Fig. 1: run 1, the metal 4 layer
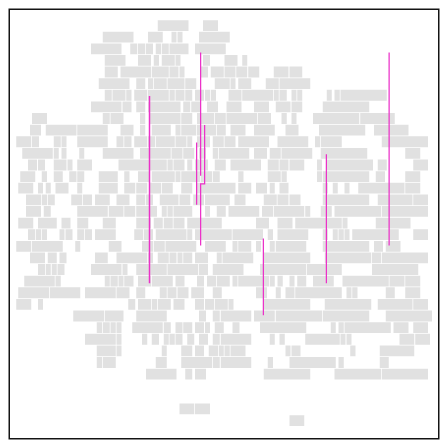
Fig. 2: run 1, sequential cells colored by netlist name
Other sequential cells in the stronger gray, the rest of the logic in the fainter gray.
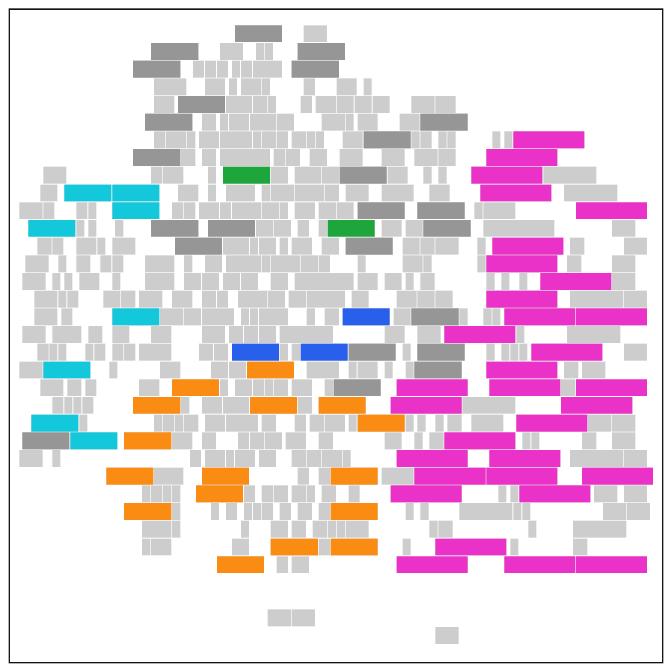
Fig. 3: run 1, ports around the boundary
Pins as bars across the die edge, other pins in gray.
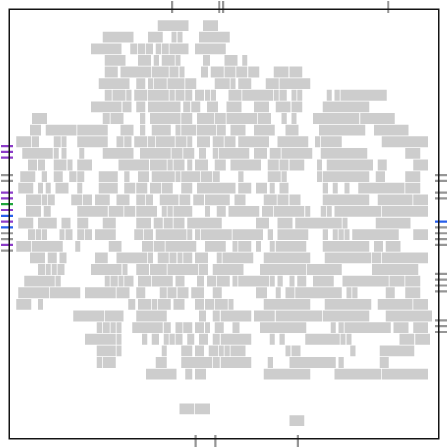
`src/rtl/uart_rx_ctrl.sv`:
```
// uart_rx_ctrl: gates the UART receiver, buffers bytes in a show-ahead FIFO, filters BREAKs, reports status
module uart_rx_ctrl #(
  parameter int FIFO_DEPTH  = 4,
  parameter int BREAK_HOLD  = 1024,
  parameter int IDLE_CYCLES = 20000
) (
  input  logic                          clk,
  input  logic                          reset,
  input  logic                          enable,
  input  logic                          rx_valid,
  input  logic                          rx_break,
  input  logic [7:0]                    rx_data,
  output logic                          rx_en,
  output logic                          out_valid,
  output logic [7:0]                    out_data,
  input  logic                          out_ready,
  output logic [$clog2(FIFO_DEPTH):0]   fifo_level,
  output logic                          break_det,
  output logic                          overrun,
  output logic [7:0]                    overrun_cnt,
  output logic                          idle,
  input  logic                          clr_status
);
  localparam int AW = $clog2(FIFO_DEPTH);
  localparam int LW = AW + 1;
  localparam logic [LW-1:0] FULL = LW'(FIFO_DEPTH);
  typedef enum logic [1:0] {OFF, RUN, HOLD, BRK} state_t;
  state_t state, state_nx;
  logic [7:0] mem [FIFO_DEPTH];
  logic [AW-1:0] wp, rp;
  logic [LW-1:0] lvl, lvl_nx;
  logic [15:0] hcnt, icnt;
  logic brk_byte, push, pop, full, wr, drop;
  assign brk_byte    = rx_valid & rx_break;
  assign push        = rx_valid & ~rx_break & (state != OFF);
  assign pop         = out_valid & out_ready;
  assign full        = lvl == FULL;
  assign wr          = push & (~full | pop);
  assign drop        = push & full & ~pop;
  assign lvl_nx      = lvl + LW'(wr) - LW'(pop);
  assign out_valid   = lvl != '0;
  assign out_data    = mem[rp];
  assign fifo_level  = lvl;
  assign rx_en       = state == RUN;
  assign idle        = icnt >= 16'(IDLE_CYCLES);
  // next state in priority order: disable, enable, break, fill, drain, break timeout
  always_comb begin
    state_nx = state;
    state_nx = !enable                                       ? OFF  :
               state == OFF                                  ? RUN  :
               (state == RUN || state == HOLD) && brk_byte   ? BRK  :
               state == RUN && lvl_nx == FULL                ? HOLD :
               state == HOLD && lvl_nx < FULL                ? RUN  :
               state == BRK && hcnt == '0                    ? (lvl_nx == FULL ? HOLD : RUN) :
                                                               state;
  end
  // state register and break hold-off counter
  always_ff @(posedge clk) begin
    if (reset) begin
      state <= OFF;
      hcnt  <= '0;
    end else begin
      state <= state_nx;
      if (state_nx == BRK && state != BRK) hcnt <= 16'(BREAK_HOLD - 1);
      else if (state == BRK && hcnt != '0) hcnt <= hcnt - 16'd1;
    end
  end
  // byte FIFO storage, pointers and occupancy
  always_ff @(posedge clk) begin
    if (reset) begin
      wp  <= '0;
      rp  <= '0;
      lvl <= '0;
      for (int i = 0; i < FIFO_DEPTH; i++) mem[i] <= 8'h00;
    end else begin
      if (wr) begin
        mem[wp] <= rx_data;
        wp      <= wp + AW'(1);
      end
      if (pop) rp <= rp + AW'(1);
      lvl <= lvl_nx;
    end
  end
  // break pulse, overrun status (drop beats clear) and saturating idle counter
  always_ff @(posedge clk) begin
    if (reset) begin
      break_det   <= 1'b0;
      overrun     <= 1'b0;
      overrun_cnt <= 8'd0;
      icnt        <= '0;
    end else begin
      break_det   <= brk_byte & (state != OFF);
      overrun     <= drop | (overrun & ~clr_status);
      overrun_cnt <= drop ? (clr_status ? 8'd1 : (overrun_cnt == 8'hff ? 8'hff : overrun_cnt + 8'd1)) :
                     clr_status ? 8'd0 : overrun_cnt;
      icnt        <= (rx_valid || state == OFF) ? 16'd0 : (icnt == 16'hffff ? icnt : icnt + 16'd1);
    end
  end
endmodule

```
`config.mk`:
```
export PLATFORM = sky130hd
export DESIGN_NAME = uart_rx_ctrl
export DESIGN_NICKNAME = d
export VERILOG_FILES = /design/src/rtl/uart_rx_ctrl.sv
export SDC_FILE = /design/constraint.sdc
export NUM_CORES = 1
export LEC_CHECK = 0
export CAP_MARGIN = 10
export CORE_UTILIZATION = 42
export DETAILED_ROUTE_END_ITERATION = 16
export PLACE_DENSITY = 0.75
export SYNTH_ARGS = -nofsm -noshare
export SYNTH_HDL_FRONTEND = slang
export SYNTH_SLANG_ARGS = --single-unit
```
`constraint.sdc`:
```
create_clock -name clk -period 3.7 [get_ports clk]
set_clock_uncertainty 0.1 [all_clocks]
set_input_delay 0.74 -clock clk [delete_from_list [all_inputs] [get_ports clk]]
set_output_delay 0.74 -clock clk [all_outputs]
set_load 0.01 [all_outputs]
```
==> summary.txt, run 1 <==
Main metrics from the flow reports.

The flow ran to the end, and the final reports show no timing, DRC or antenna violations. The worst-case headroom to the max-slew limit came out at 36.58%. The design draws about 2.3 mW. The placeable core region came out at 9284 sq um. The maximum root-to-sink buffer count is 2. Looking at the setup timing report, the critical path kind is in2reg.

The proportion of synthesized area in mux cells came out at 4.943%. The fraction of layout cells with a size suffix above 1 is between 10% and 20%. The highest net fanout along the worst path is 8. The final antenna diode count is 0. The post-route setup TNS came out at 0 ns.

On the critical path the data arrives at 3.59 ns. Setup repair after global routing left no endpoint under its margin. After detailed routing, the number of vias per cell comes to 5.083. The synthesis-to-finish area growth came out at 21.47%. The final instance area is 4920 sq um.

Looking at the clock tree report, the root buffer type is sky130_fd_sc_hd__clkbuf_8. By count the netlist is led by sky130_fd_sc_hd__nor2_1, sky130_fd_sc_hd__dfxtp_1, sky130_fd_sc_hd__edfxtp_1, sky130_fd_sc_hd__nand2_1, sky130_fd_sc_hd__inv_1. The number of port buffers is 38. The report puts the hold buffer count at CTS at 0. The footprint of the flip-flops and latches is ~2000 sq um.

In the synthesized netlist, the dominant kind of combinational cell is simple AND/OR/NAND/NOR gates. Once placement completed, the tool counted placed cells totaling between 500 and 600. The most frequent cell after synthesis is sky130_fd_sc_hd__nor2_1.

Counting only logic cells after layout, the most numerous master is sky130_fd_sc_hd__nor2_1. The most numerous cell type found on the critical path is sky130_fd_sc_hd__buf_4. The cell depth of the worst flop-to-flop path is 21. The area fraction in xor and xnor cells came out at roughly 6.5%. The report lists the cells along the critical path as dlygate4sd2_1 > or4b_4 > nand3b_1 > nor2_2 > inv_2 > buf_4 > buf_4 > buf_4 > buf_4 > buf_4 > buf_4 > buf_4 > buf_4 > buf_4 > buf_4 > buf_4 > buf_4 > buf_4 > buf_4 > buf_4 > o21bai_1 > buf_4. The number of stages on the worst hold path is 2. The number of cells in Yosys stat came out at 398. The internal power of the cells totals 1.645 mW. The final wirelength is 8060 um. The routing usage on met3 is 5.014%. The total global routing overflow came out at 0. The launch point of the worst register-to-register path is recorded as state[0].

The worst setup path is launched from an input pin. The setup slack of the critical path after layout is roughly 0.095 ns. The total number of vias is ~3000. According to the floorplan report, the die height is 100.2 um. For the worst reg-to-reg path, the endpoint reported by OpenROAD is mem[2][4]. After Yosys synthesis, and, or, nand and nor cells account for 24.07% of the synthesized area. The net total in the final layout is 482. The mapped cell area is a little over 4000 sq um. The timing report attributes the biggest portion of critical-path delay to buffers and inverters. The power group with the largest share is registers. The worst reg-to-reg setup slack came out at 0.19 ns. The number of sinks driven by the clock tree is 85. The share of synthesized cell area in full adder, half adder and majority cells came out at 3.584%. The launching instance or port of the critical path is out_ready. On the worst setup and hold paths after CTS, the clock-pin slew comes to 0.09 ns.

The area of placed instances came out at approximately 4600 sq um. The share of synthesized registers carrying an async set or reset is 0%. The clock reaches the later pin of the worst-skew pair after 0.38 ns. The unique cell type count in the Yosys netlist came out at 54.

In the layout the commonest cells are sky130_fd_sc_hd__nor2_1, sky130_fd_sc_hd__dfxtp_1, sky130_fd_sc_hd__clkdlybuf4s50_1, sky130_fd_sc_hd__edfxtp_1, sky130_fd_sc_hd__nand2_1. The layer flagged by global routing as most heavily used is met2. The maximum number of pins on one net before global-route repair is 36.

Before placement the cells fill 43.63% of the core. The number of DRC violations after detailed-routing iteration 0 came out at approximately 130. The switching component of the power came out at 0.6428 mW. The transition time recorded at the tightest slew-check pin is 0.9492 ns.

The width of the die came out at 100.2 um. The cell count after synthesis came out at 398. The most used flip-flop cell after synthesis is sky130_fd_sc_hd__dfxtp_1. The average wire length per cell after detail routing came out at roughly 14 um. The number of enable-type register cells in the synthesized netlist came out at 32.

The highest clock rate this design can be run at is between 200 and 300 MHz. The timing report shows that the slowest cell on the worst path is sky130_fd_sc_hd__dlygate4sd2_1. The area share of and-or/or-and cells after synthesis is 6.611%. The power share of the sequential group came out at 47.1%. The number of design rule violations left after detail routing is 0. The total half-perimeter wirelength after legalization and detailed placement is about 5400 um.

Across every metal layer, demand over resource in global routing totals 17.25%. The standard-cell row count is 35. The count of endpoints failing hold in the final timing report came out at 0. The number of global-route vias before repair came out at 2908. The final setup violation count is 0. For reference, the top cells by area after synthesis are sky130_fd_sc_hd__dfxtp_1, sky130_fd_sc_hd__edfxtp_1, sky130_fd_sc_hd__nor2_1. The leakage power figure came out at approximately 1.8 nW.

The startpoint identified for the worst hold timing path is icnt[7]. The part of the total power dissipated in the clock network is 30.2%. Per report_power, the combinational group accounts for approximately 23% of the total. The length of the first detailed-routing pass in iterations came out at 4.

For this run, the number of standard cells in the final layout without fillers is 590. The TritonCTS clock tree is done. The worst vdd rail ir drop came out at 0.0002019 V. The flip-flop and latch count after synthesis came out at 85. Total power normalized to cell area comes to approximately 460 nW/um^2.

The number of nets still failing antenna checks after routing came out at 0. The number of inserted filler cells in the final layout is 846. The largest stage delay on the critical path is 0.21 ns.

The clock H-tree reported by CTS has 3 levels. The worst hold slack came out at 0.3920 ns. The total number of warnings across the stage logs is 31.

The combinational power reported by the tool is 0.517 mW. Before CTS, the worst setup slack after placement is -0.5138 ns. The cell type with the largest total area is sky130_fd_sc_hd__dfxtp_1.

The end-of-flow core utilization is 52.99%. The timing report notes that buffer and inverter cells on the critical path total 18. The yosys-reported design area after synthesis is slightly above 4000 sq um.

The share of Yosys cell area claimed by the top area cell type came out at between 20% and 30%. The per-instance average area after synthesis came out at 10.18 sq um. The switching power share of the total came out at 28.10%. The initial antenna violation count is 0. In this run the worst hold path is classified as reg2reg. The final period utilization is between 90 and 100%. The wire length of the first global-routing pass is 13450 um. The synthesized net count came out at 424. The fraction of met2 tracks used by global routing is 28.87%. The logic area came out at 1872 sq um. Global routing consumed, on the met1 layer, 20.21% of the routing resources.

The Yosys step of the flow raised 0 warnings. The final weighted congestion in routability-driven placement is 0.7898. The clock group power is ~0.69 mW.

STA classifies the critical path endpoint as a flop. The required time at the worst-slack endpoint came out at ~3.7 ns. The max-cap check violation count came out at 0.

The depth of the critical timing path with buffers and inverters included is 22. The capture point of the critical path was reported as mem[2][4]. The number of buffers inserted during clock tree synthesis came out at 9. Looking at the hold checks, the worst path lands on icnt[7]. Max-slew check failures listed in the final report amount to 0. The clock period minus final worst setup slack is about 3.6 ns.
## Picture notes: Fig. 1
nets with wire on the layer: 5
share of all routed wire: 2.6%
wire length on this layer: 208 um

## Picture notes: Fig. 2
| color | signal | sequential cells |
|---|---|---|
| orange | icnt | 16 |
| green | state | 2 |
| cyan | overrun_cnt | 8 |
| magenta | mem | 32 |
| blue | fifo_level | 3 |
not colored: 24

## Picture notes: Fig. 3
| color | port | pins | direction | edge |
|---|---|---|---|---|
| purple | overrun_cnt | 8 | output | left |
| blue | fifo_level | 3 | output | 2 left, 1 right |
| green | reset | 1 | input | left |
all pins by edge: 16 left, 16 right, 4 top, 3 bottom

-- run 1: repair_timing --
item                                    CTS  global route
endpoints found under the hold margin     0             0
buffers inserted                         16             0
cloned                                    0             0
pin swaps                                 3             2
resized                                   3             5
endpoints found under the setup margin   16            24
-- run 1: layer usage --
layer / up-vias / share of wire [%]
li1: 1509 / -
met1: 1399 / 44
met2: 75 / 48
met3: 16 / 5.0
met4: 0 / 2.6
met5: - / 0
-- run 1: flip-flops by register name, indices dropped and copies added (netlist names), named ones only --
name	count
mem	32
hcnt	16
icnt	16
overrun_cnt	8
fifo_level	3
rp	2
state	2
wp	2
break_det	1
overrun	1
-- run 1: final cells by class --
cell class	instances	area share [%]
tap	129	3.281
sequential	85	41.10
clock inverter	7	1.755
inverter	22	1.679
multi-input combinational	275	38.05
timing repair buffer	63	11.62
clock buffer	9	2.518
Fig. 4: run 1, congestion heat map
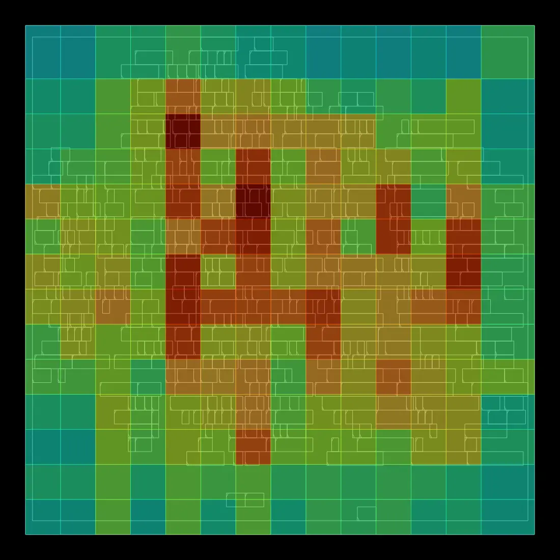

==> run 2: changes to the inputs <==
--- a/config.mk
+++ b/config.mk
@@ -8,7 +8,7 @@
 export CAP_MARGIN = 10
 export CORE_UTILIZATION = 42
 export DETAILED_ROUTE_END_ITERATION = 16
-export PLACE_DENSITY = 0.75
+export PLACE_DENSITY = 0.73
 export SYNTH_ARGS = -nofsm -noshare
 export SYNTH_HDL_FRONTEND = slang
 export SYNTH_SLANG_ARGS = --single-unit
==> constraint.sdc (replaced) <==
create_clock -name clk -period 4.06 [get_ports clk]
set_clock_uncertainty 0.1 [all_clocks]
set_input_delay 0.812 -clock clk [delete_from_list [all_inputs] [get_ports clk]]
set_output_delay 0.812 -clock clk [all_outputs]
set_load 0.01 [all_outputs]
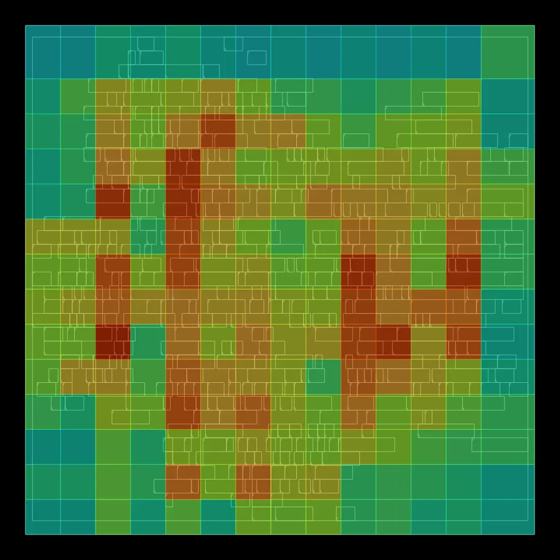
Fig. 5. Congestion heat map (run 2).
fraction of met1 tracks used by global routing: 21.62%
met2 Use GR: 27.71%

==> run 2 against run 1 <==
Clock-buffer cell count increased by 1. Synthesized cell count stayed put. Largest power group unchanged. Design area shrank 1.4%. Critical path depth fell by 5. Via count down 2.2%.
==> summary.txt, run 2 <==
Main metrics from the flow reports.

The flow ran to the end, and the final reports show no timing, DRC or antenna violations. The total half-perimeter wirelength after legalization and detailed placement came to 5476 um (+1.2%). The cell at the root of the clock tree is sky130_fd_sc_hd__clkbuf_8. The net total in the final layout came to 470 (-2.5%).

The endpoint of the worst hold path is reported as icnt[7]. The min-delay analysis places its worst path in the category reg2reg. The largest stage delay on the critical path is 0.50 ns (+0.29 ns). The maximum frequency from static timing analysis came out at around 260 MHz. The data arrival time of the critical path is 4.04 ns (+0.45 ns). The number of buffers inserted during clock tree synthesis came to 9 (unchanged).

The number of global-route vias before repair was 2857 (-1.8%). The cell type with the largest total area is sky130_fd_sc_hd__dfxtp_1. The launching point of the worst reg2reg path is fifo_level[2]. The end of the critical path is hcnt[3]. The per-instance average area after synthesis was 10.18 sq um (unchanged).

Counting only logic cells after layout, the most numerous master is sky130_fd_sc_hd__nor2_1. The cell total after placement came out at 559 (+0.18%). The power share of the sequential group came to 48.1% (+1.0 points). The initial core utilization came out at 43.63% (unchanged). The pre-CTS setup slack is -0.6045 ns (-0.09070 ns). The final wirelength came out at 7910 um (-1.9%). The number of standard cells in the final layout excluding fillers came out at 578 (-2.0%). Sequential power for this build is slightly below 1 mW.

The cell family contributing the most delay on the critical path is simple AND/OR/NAND/NOR gates. The number of nets still failing antenna checks after routing came out at 0 (unchanged). The count of yosys warnings during synthesis is 0 (unchanged). The placeable core region is 9284 sq um (unchanged). The switching component of the power is 0.5567 mW (-13%). The synthesized netlist cell count is 398 (unchanged). The maximum root-to-sink buffer count is 2 (unchanged). The yosys-reported design area after synthesis came out at 4050 sq um (unchanged). The end-of-flow core utilization is 52.25% (-0.74 points).

The fraction of layout cells with a size suffix above 1 came out at 14.48% (-1.8 points). The worst setup path is captured at a flop. The share of synthesized registers carrying an async set or reset came out at 0% (unchanged).

The total number of vias is 2934 (-2.2%). The TritonCTS clock tree is done. The number of enable-type register cells in the synthesized netlist came out at 32 (unchanged).

The number of sinks driven by the clock tree is 85 (unchanged). The final period utilization is 95.13%. The total global-route track usage came to 17.02% (-0.23 points). The max-slew violation count is 0 (unchanged). The worst path in the final design needs a cycle of 3.862 ns, including I/O delays and setup. The sequential share of the synthesized area is about half. The depth of the critical timing path with buffers and inverters included is 17 (-23%). The power density over the cells is 420.8 nW/um^2 (-9.5%).

The highest net fanout along the worst path is 5 (-3). The depth of the CTS H-tree was 3 (unchanged). The number of cells in Yosys stat came out at 398 (unchanged).

The transition time at the pin with the least slew margin came out at 0.9609 ns (+0.01167 ns). The main area contributors are sky130_fd_sc_hd__dfxtp_1, sky130_fd_sc_hd__edfxtp_1, sky130_fd_sc_hd__nor2_1. The most frequent cell after synthesis is sky130_fd_sc_hd__nor2_1. The total global routing overflow is 0 (unchanged).

The number of DRC violations after detailed-routing iteration 0 came out at 120 (-4.0%). The leakage power figure came out at 1.749 nW (-4.4%). The cell depth of the worst flop-to-flop path came to 16 (-24%). The internal power contribution is 1.485 mW (-9.7%). The layer with the highest usage after global routing is met2.

The worst-path cell with the longest stage delay is sky130_fd_sc_hd__or4b_4. The initial antenna violation count came out at 0 (unchanged). The flip-flop count of the largest register, all copies and words added is 32 (unchanged). The synthesized net count is 424 (unchanged).

The met2 layer wire length in the routed design was 3786 um (-2.3%). The area of the die is about 10000 sq um. The switching power share of the total came out at 27.27% (-0.83 points). The clock latency reported for the late side of the worst-skew pair is 0.35 ns (-0.03 ns).

The number of stages on the worst hold path is 2 (unchanged). The required time at the worst-slack endpoint came out at 4.24 ns (+0.56 ns). The number of port buffers is 38 (unchanged). Ranking logic cells in the layout by count gives the top entries sky130_fd_sc_hd__nor2_1, sky130_fd_sc_hd__dfxtp_1, sky130_fd_sc_hd__clkdlybuf4s50_1, sky130_fd_sc_hd__edfxtp_1, sky130_fd_sc_hd__nand2_1.

The mapped cell area is 4050 sq um (unchanged). After synthesis, the most frequently instantiated cells are sky130_fd_sc_hd__nor2_1, sky130_fd_sc_hd__dfxtp_1, sky130_fd_sc_hd__edfxtp_1, sky130_fd_sc_hd__nand2_1, sky130_fd_sc_hd__inv_1. The routing usage on met3 is 3.343% (-1.7 points). The die boundary height came out at 100.2 um (unchanged). In the setup report, the worst path falls into the class in2reg. The standard-cell row count is 35 (unchanged). The combinational gate power came out at 0.470 mW (-9.1%). The post-route setup TNS was 0 ns (unchanged).

The final setup violation count came to 0 (unchanged). The share of Yosys cell area claimed by the top area cell type is 26.20% (unchanged). The total number of warnings across the stage logs came out at 32 (+3.2%).

The post-route met1 wirelength was 3637 um (+1.7%). The width of the die came out at 100.2 um (unchanged). The worst-case headroom to the max-slew limit came out at 35.80% (-0.78 points). The length of the first detailed-routing pass in iterations came out at 4 (unchanged). The worst reg-to-reg setup slack came to 0.71 ns (+0.52 ns). The setup slack of the critical path after layout came out at 0.1979 ns (+0.1025 ns). The total chip power came out at 2.041 mW (-11%). The count of endpoints failing hold in the final timing report came out at 0 (unchanged). The flip-flop and latch count after synthesis came out at 85 (unchanged).

Signal nets in the final route climb as high as met4. The clock-pin slew on the worst setup and hold paths is 0.08 ns (about the same). The final instance area came out at 4851 sq um (-1.4%). From synthesis to final layout, the design area changed by 19.77%. The via-per-instance ratio is 5.076 (-0.14%). The length of routed met3 wiring is 345 um (-14%). Walking the worst path, the cells encountered are clkdlybuf4s50_1 > or4b_4 > nand3b_1 > nor2_1 > inv_1 > ha_1 > inv_1 > ha_1 > fa_1 > xor3_2 > nor3_4 > buf_4 > a21oi_2 > o22ai_2 > buf_6 > nand3_4 > a31oi_1. The count of pins on the block boundary is 39.

The worst vdd rail ir drop came out at 0.0001983 V (-1.8%). The maximum number of pins on one net before global-route repair was 36 (unchanged). The part of the total power dissipated in the clock network came out at 28.8% (-1.4 points). The largest registers in the layout are mem (32), hcnt (16), icnt (16). The critical path launch point type is an input pin. Looking at hold timing, the worst path starts from icnt[7]. The area of placed instances is 4571 sq um (about the same). The final antenna diode count is 0 (unchanged). The number of design rule violations left after detail routing was 0 (unchanged). The average wire length per cell after detail routing is 13.69 um (+0.18%). The group that draws the most power in this run is registers. The worst hold slack came out at 0.4013 ns (+0.009249 ns). The clock group power came out at 0.589 mW (-15%). The wire length of the first global-routing pass is 13330 um (-0.88%). The unique cell type count in the Yosys netlist came out at 54 (unchanged).

The number of hold buffers added after CTS came out at 0 (unchanged). For this run, the leading register cell type out of synthesis is sky130_fd_sc_hd__dfxtp_1. The register with the most flip-flops in the final layout is mem.

The portion of total power attributed to combinational logic is 23.0% (+0.4 points). The end of the worst register-to-register path is hcnt[3]. The launching instance or port of the critical path is out_ready. The total buffers and inverters traversed by the critical path is 5 (-13). The final weighted congestion in routability-driven placement came to 0.7345 (-7.0%). The max-cap check violation count came out at 0 (unchanged).
[run 2: cell type report]
cell class | count | area, sq um
repair buffers | 50 | 474.2
flip-flops and latches | 85 | 2022
clock buffers | 10 | 127.6
fillers | 832 | 4433
inverters | 22 | 82.58
well taps | 129 | 161.4
clock inverters | 6 | 65.06
multi-input cells | 276 | 1918
[run 2: logic make-up after synthesis]
family          Yosys count  share of synthesized area (%)
fa+ha+maj                11                          3.584
flops                    85                          49.92
buf+inv                  38                          4.418
mux                      10                          4.943
simple gates            184                          24.07
compound gates           42                          6.611
xor+xnor                 28                          6.457
[run 2: timing repair]
action,in CTS,in global routing
endpoints found under the setup margin,16,17
resized,5,9
pin swaps,0,5
endpoints found under the hold margin,0,0
setup buffers,0,2
gates cloned,0,1
No activity file was given, so power comes from the tool's default toggle rates.
